==> config.mk <==
export PLATFORM = sky130hd
export DESIGN_NAME = hi_lo_unit_flat
export DESIGN_NICKNAME = d
export VERILOG_FILES = /design/src/rtl/hi_lo_unit_if.sv /design/src/rtl/hi_lo_unit.sv /design/src/flat_wrapper.sv
export SDC_FILE = /design/constraint.sdc
export NUM_CORES = 1
export LEC_CHECK = 0
export ABC_AREA = 1
export CAP_MARGIN = 5
export CORE_MARGIN = 3
export CORE_UTILIZATION = 40
export DETAILED_ROUTE_END_ITERATION = 6
export PLACE_DENSITY = 0.92
export SYNTH_ARGS = -nofsm -noshare
export SYNTH_HDL_FRONTEND = slang
export SYNTH_SLANG_ARGS = --single-unit
==> constraint.sdc <==
create_clock -name clk -period 1.8 [get_ports clk]
set_clock_uncertainty 0.05 [all_clocks]
set_input_delay 0.18 -clock clk [delete_from_list [all_inputs] [get_ports clk]]
set_output_delay 0.18 -clock clk [all_outputs]
set_load 0.005 [all_outputs]
Figure 1. The metal 1 layer.
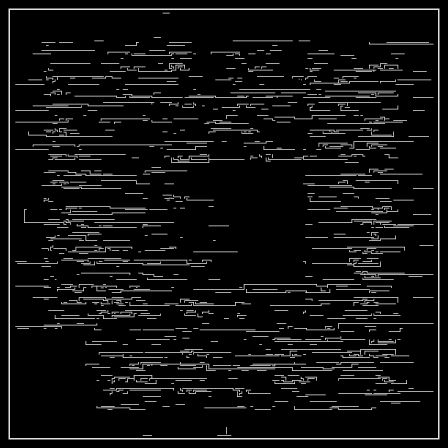
share of all routed wire: 39%
wire length on this layer: 3070 µm
main direction: horizontal
longest straight run: 19.8 µm
nets with wire on the layer: 462
total wire length: 7.89 mm
via count: 2675
M1 GR Usage: 22.6%

Figure 2. Metal 2.
The bar under the picture is 20 µm long.
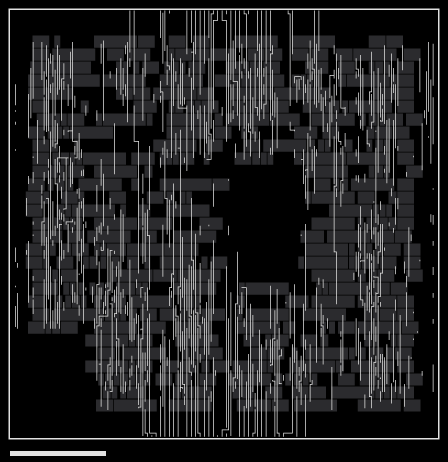
share of all routed wire: 52%
main direction: vertical
wire length on this layer: 4120 µm
GRT met2 Usage: 36.4%

==> results.sh <==
# flow metrics
export IMPL_root_buffer="clkbuf_8"
export IMPL_grt_pass1_wl_mm=12.4
export IMPL_p_clk_share_pct=15.3
export IMPL_nonClkBufAreaFrac_pct=33.9
export IMPL_ys_top_cells_by_area="dfrtp_1 60%, nand2_1 19%, nand3_1 13%"
export IMPL_power_top_group="combinational cells"
export IMPL_cts_sinks=67
export IMPL_grt_overflow=0
export IMPL_clk_share_pct=4.04
export IMPL_ioPinCount=140
export IMPL_power_frac_seq_pct=35.3
export IMPL_drv_slew=0
export IMPL_min_path_type="primary input to flop"
export IMPL_clock_latency_late_pin_ns=0.32
export IMPL_muxShareOfSynthArea_pct=0
export IMPL_synth_warnings=0
export IMPL_rr_worst_depth=8
export IMPL_synth_dominant_cell_count="nand2_1"
export IMPL_crit_family="buffers and inverters"
export IMPL_place_ws_ns=-0.0220
export IMPL_edf_count=0
export IMPL_power_leakage_nw=2.19
export IMPL_required_ns=1.57
export IMPL_status="completed"
export IMPL_cp_common_cell="clkdlybuf4s50_1"
export IMPL_fa_ha_area_share_pct=0
export IMPL_drtAntennaViolNets=0
export IMPL_sh_comb_area_pct=21.2
export IMPL_power_density_mw_per_mm2=1690
export IMPL_path_buffers=3
export IMPL_log_warning_count=26
export IMPL_finalHoldViolations=0
export IMPL_switching_share_pct=34.9
export IMPL_place_congestion=0.721
export IMPL_buffers=150
export IMPL_async_reset_ff_share_pct=100
export IMPL_antenna_found_initial=0
export IMPL_syn_area_mm2=0.00279
export IMPL_clkTransAtPathRegs_ns=0.07
export IMPL_post_cts_buffers=0
export IMPL_r2r_slack_ns=0.22
export IMPL_grt_total_usage_pct=20.1
export IMPL_final_common_cell="nand2_1"
export IMPL_drive_above_1_share_pct=6.01
export IMPL_period_used_pct=96.9
export IMPL_dp_cells=544
export IMPL_final_core_utilization_pct=68.4
export IMPL_first_iter_violations=110
export IMPL_critPathSlowestCell="clkdlybuf4s50_1"
export IMPL_die_h_um=89.6
export IMPL_max_slew_margin_rel_pct=72.0
export IMPL_critical_path_max_fanout=4
export IMPL_yosys_top_cells_count="144 x nand2_1, 71 x nand3_1, 67 x dfrtp_1, 10 x inv_1, 7 x buf_6"
export IMPL_synth_flops=67
export IMPL_clock_path_buffers=2
export IMPL_min_path_cells=3
export IMPL_seq_cells=67
export IMPL_dpl_cell_area_mm2=0.00429
export IMPL_min_period_ns=1.74
export IMPL_clock_power_mw=1.16
export IMPL_core_area_mm2=0.00657
export IMPL_seq_power_mw=2.68
export IMPL_register_area_mm2=0.00168
export IMPL_n_clock_buffer=11
export IMPL_hold_buffers=1
export IMPL_flop_cell="dfrtp_1"
export IMPL_viasPerCell=4.79
export IMPL_synth_top_area_share_pct=60.0
export IMPL_area_combinational_um2=953
export IMPL_layout_cells_non_filler=559
export IMPL_xor_share_pct=0
export IMPL_first_pass_iters=5
export IMPL_top_area_cell="dfrtp_1"
export IMPL_n_all_inverters=11
export IMPL_grt_busiest_layer="met2"
export IMPL_fin_ws_ns=0.0560
export IMPL_ys_chip_area_mm2=0.00279
export IMPL_simple_gate_share_pct=33.5
export IMPL_crit_chain="clkdlybuf4s50_1 > inv_1 > nor2_2 > nand3_1 > nor2_1 > clkdlybuf4s50_1"
export IMPL_multi_input_comb_cells=224
export IMPL_synth_avg_cell_area_um2=8.70
export IMPL_nNetsFinal=537
export IMPL_switching_power_mw=2.65
export IMPL_power_mw=7.60
export IMPL_syn_to_final_growth_pct=60.7
export IMPL_syn_inst=321
export IMPL_dieWidth_um=89.6
export IMPL_ys_types=14
export IMPL_initial_core_util_pct=42.5
export IMPL_grt_max_degree=35
export IMPL_met3_usage_pct=5.47
export IMPL_num_fill_cells=529
export IMPL_ys_cells=321
export IMPL_num_tap_cells=93
export IMPL_dr_wl_met3_um=586
export IMPL_largest_class="registers"
export IMPL_ys_seq_share_pct=60.0
export IMPL_max_stage_delay_ns=0.51
export IMPL_wl_per_cell_um=14.1
export IMPL_max_cap_violations=0
export IMPL_worstMarginPinSlew_ns=0.420
export IMPL_design_die_area_mm2=0.00802
export IMPL_cts_tree="done"
export IMPL_tns_ns=0
export IMPL_crit_type="primary input to primary output"
export IMPL_top_logic_kind="simple AND/OR/NAND/NOR gates"
